`src/rtl/int_pow.sv`:
```
// Iterative integer power unit: j = c**g (mod 2^W) by LSB-first square-and-multiply.
// A start/done handshake is used, plus a sticky overflow flag for results that exceed W bits.
module int_pow #(
   parameter int W  = 16,
   parameter int EW = 16
) (
   input  logic          clk,
   input  logic          rst,
   input  logic          start,
   input  logic          enable,
   input  logic [W-1:0]  c,
   input  logic [EW-1:0] g,
   output logic [W-1:0]  j,
   output logic          done,
   output logic          ovf,
   output logic          busy
);

   typedef enum logic [1:0] {IDLE, CALC, FIN} state_t;

   state_t        state_q, state_d;
   logic [W-1:0]  base_q, base_d;
   logic [EW-1:0] e_q, e_d;
   logic [W-1:0]  acc_q, acc_d;
   logic          base_ovf_q, base_ovf_d;
   logic          acc_ovf_q, acc_ovf_d;
   logic [W-1:0]  j_q, j_d;
   logic          ovf_q, ovf_d;
   logic          done_q, done_d;
   logic [2*W-1:0] acc_prod, base_sq;

   function automatic logic [2*W-1:0] mul_full(input logic [W-1:0] a, input logic [W-1:0] b);
      return {{W{1'b0}}, a} * {{W{1'b0}}, b};
   endfunction

   function automatic logic hi_nz(input logic [2*W-1:0] p);
      return |p[2*W-1:W];
   endfunction

   always_ff @(posedge clk) begin
      if (rst) begin
         state_q    <= IDLE;
         base_q     <= '0;
         e_q        <= '0;
         acc_q      <= W'(1);
         base_ovf_q <= 1'b0;
         acc_ovf_q  <= 1'b0;
         j_q        <= '0;
         ovf_q      <= 1'b0;
         done_q     <= 1'b0;
      end else begin
         state_q    <= state_d;
         base_q     <= base_d;
         e_q        <= e_d;
         acc_q      <= acc_d;
         base_ovf_q <= base_ovf_d;
         acc_ovf_q  <= acc_ovf_d;
         j_q        <= j_d;
         ovf_q      <= ovf_d;
         done_q     <= done_d;
      end
   end

   always_comb begin
      state_d    = state_q;
      base_d     = base_q;
      e_d        = e_q;
      acc_d      = acc_q;
      base_ovf_d = base_ovf_q;
      acc_ovf_d  = acc_ovf_q;
      j_d        = j_q;
      ovf_d      = ovf_q;
      done_d     = 1'b0;
      acc_prod   = mul_full(acc_q, base_q);
      base_sq    = mul_full(base_q, base_q);

      case (state_q)
         IDLE: begin
            if (start && enable) begin
               base_d     = c;
               e_d        = g;
               acc_d      = W'(1);
               base_ovf_d = 1'b0;
               acc_ovf_d  = 1'b0;
               state_d    = CALC;
            end
         end
         CALC: begin
            if (enable) begin
               if (e_q == '0) begin
                  j_d     = acc_q;
                  ovf_d   = acc_ovf_q;
                  done_d  = 1'b1;
                  state_d = FIN;
               end else begin
                  // base_ovf only reaches acc_ovf through a multiply, so the
                  // squaring after the top exponent bit can never leak into ovf.
                  if (e_q[0]) begin
                     acc_d     = acc_prod[W-1:0];
                     acc_ovf_d = acc_ovf_q | base_ovf_q | hi_nz(acc_prod);
                  end
                  base_d     = base_sq[W-1:0];
                  base_ovf_d = base_ovf_q | hi_nz(base_sq);
                  e_d        = e_q >> 1;
               end
            end
         end
         FIN: begin
            state_d = IDLE;
         end
         default: begin
            state_d = IDLE;
         end
      endcase
   end

   assign j    = j_q;
   assign ovf  = ovf_q;
   assign done = done_q;
   assign busy = (state_q == CALC) || (state_q == FIN);

endmodule

```
`config.mk`:
```
export PLATFORM = sky130hd
export DESIGN_NAME = int_pow
export DESIGN_NICKNAME = d
export VERILOG_FILES = /design/src/rtl/int_pow.sv
export SDC_FILE = /design/constraint.sdc
export NUM_CORES = 1
export LEC_CHECK = 0
export CAP_MARGIN = 20
export CORE_AREA = 2 2 215 217
export CTS_BUF_LIST = sky130_fd_sc_hd__clkbuf_4 sky130_fd_sc_hd__clkbuf_8
export CTS_CLUSTER_SIZE = 10
export DETAILED_ROUTE_END_ITERATION = 16
export DIE_AREA = 0 0 217 219
export GPL_ROUTABILITY_DRIVEN = 0
export PLACE_DENSITY = 0.61
export SKIP_LAST_GASP = 1
export SLEW_MARGIN = 20
export SYNTH_ARGS = -nofsm -noshare
export SYNTH_HDL_FRONTEND = slang
export SYNTH_SLANG_ARGS = --single-unit
```
`constraint.sdc`:
```
create_clock -name clk -period 8.82 [get_ports clk]
set_input_delay 1.764 -clock clk [delete_from_list [all_inputs] [get_ports clk]]
set_output_delay 1.764 -clock clk [all_outputs]
set_load 0.05 [all_outputs]
```
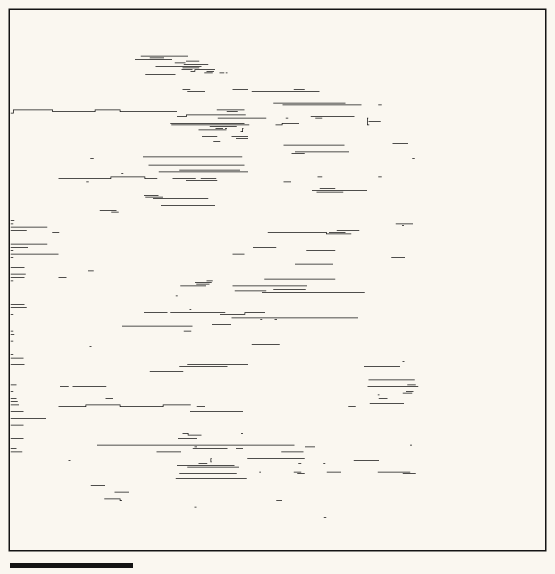
(metal 3)
Bar = 50 um.
The longest straight run is 79.8 um. 136 nets have wire on it. The layer carries 2000 um of wire. The layer holds 4.3% of the routed length. The wires run mostly horizontal.
vias after detailed routing: 14400
met3 usage in global routing: 0.0205
Post-Route WL: 46600 um

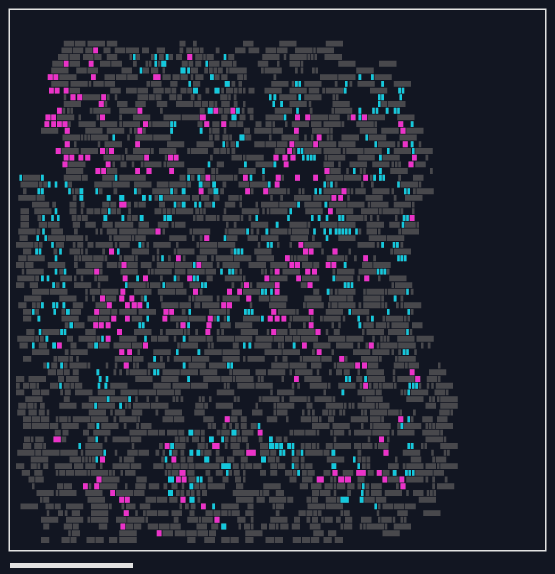
(gate-type map)
Bar = 50 um.
Key: cyan = nand cells [cells 334, most used nand2_1, where all over the die]; magenta = and/or cells [cells 203, most used and2_1]
Comb area share: 0.759
highest-count logic cell in the final layout: inv_1
post-route non-filler standard cell count: 2771

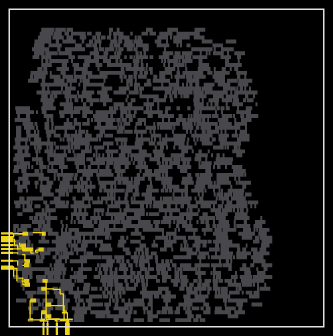
(I/O nets highlighted)
Key: yellow = `g` [direction input, end cells 16, wire 327 um]
Port Buffers: 54
I/O Pins: 55

==> power by group <==
| group | total, mW | internal [mW] | switching [mW] | leakage, nW |
|---|---|---|---|---|
| combinational | 0.873 | 0.336 | 0.537 | 8.66 |
| clock | 0.352 | 0.203 | 0.148 | 0.122 |
| sequential | 0.386 | 0.336 | 0.0497 | 0.570 |
==> through the flow <==
stage | setup WS (ps) | power, mW
CTS | 1720 | 1.62
global route | 1160 | 1.74
finish | 1650 | 1.61
detailed placement | 1780 | 1.26
global placement | 1880 | 1.25
floorplan | 2430 | 1.01
==> critical path, stage by stage (launching register included) <==
cell      delay (ps)
dfxtp_1         1030
buf_4            320
and2_1           160
fa_1             410
inv_1             80
fa_1             430
fa_1             500
fa_1             560
inv_1             50
fa_1             480
inv_1             50
fa_1             480
inv_1             50
ha_1             350
nand3_1          120
nor4_1           280
nor2_1           180
o211ai_1         300
a21boi_1         120
o31ai_1          400
a31o_1           220
xor2_1            70
nor4_1           280
a31oi_1          110
==> cells by family after synthesis <==
kind of cell	Yosys count	synth area share
and+or+nand+nor	644	0.166
adders and majority gates	561	0.514
buffers and inverters	557	0.111
AOI/OAI and AO/OA	263	0.0939
DFF	70	0.0743
xor gates and xnor gates	49	0.0228
muxes	33	0.0177
==> metal layers <==
layer	GRT usage	vias to the layer above	share of wire
met4	0.0511	0	0.019
met1	0.285	7294	0.45
met2	0.363	331	0.49
met5	0	-	0
li1	-	6739	-
met3	0.0205	52	0.043
==> cells in the final DEF (no fill, tap or decap), drive strengths merged, types with 36 or more instances in the layout <==
| cell | count |
|---|---|
| inv | 448 |
| nor2 | 77 |
| a21oi | 81 |
| o21ai | 36 |
| fa | 357 |
| a211oi | 40 |
| clkdlybuf4s50 | 53 |
| nand2 | 282 |
| ha | 204 |
| and2 | 177 |
| dfxtp | 70 |
==> Flow_metrics.wiki <==
== Flow metrics ==
{| class="wikitable"
! Metric !! Value
|-
| Area fraction of clock buffers and clock inverters || 0.0127
|-
| Proportion of synthesized chip area in sequential cells || 0.0743
|-
| Worst r2r path cells || 23
|-
| Summed standard-cell area reported by yosys || around 19000 um2
|-
| Yosys warning count || 0
|-
| Endpoint with the worst hold slack || j[13]
|-
| Comb_multi_in || between 1500 and 2000
|-
| DP Cell Count || 2754
|-
| Number of sinks driven by the clock tree || about 70
|-
| Outcome || finished, final reports clean
|-
| Clock Root Buffer || clkbuf_8
|-
| Slew Limit Headroom || 0.292
|-
| Startpoint of the tightest hold check path || j[13]
|-
| Clock slew at the register clock pins of the worst setup and hold paths || roughly 100 ps
|-
| Clkbuf count || 11
|-
| Area Growth Syn to Fin || 7.25%
|-
| Wire length of the first global-routing pass || just under 80000 um
|-
| Post-synth tally of flip-flops with integrated enable || 0
|-
| Chip area || between 40000 and 50000 um2
|-
| Hold Fails Final Rpt || 0
|-
| Tapcell count || ~600
|-
| Final hold slack || roughly 460 ps
|-
| Maximum clock path buffer count || 2
|-
| Dominant class by area || combinational gates
|-
| Main synth FF type || dfxtp_1
|-
| Portion of synthesized cell area occupied by the leading cell type || 0.379
|-
| Area taken by multi-input logic gates || 15400 um2
|-
| Number of distinct standard cells referenced by the synthesized netlist || 74
|-
| Sequential cell count of the final layout || 70
|-
| End point of the critical path || acc_ovf_q
|}
Power is estimated from default activity; no workload was simulated.
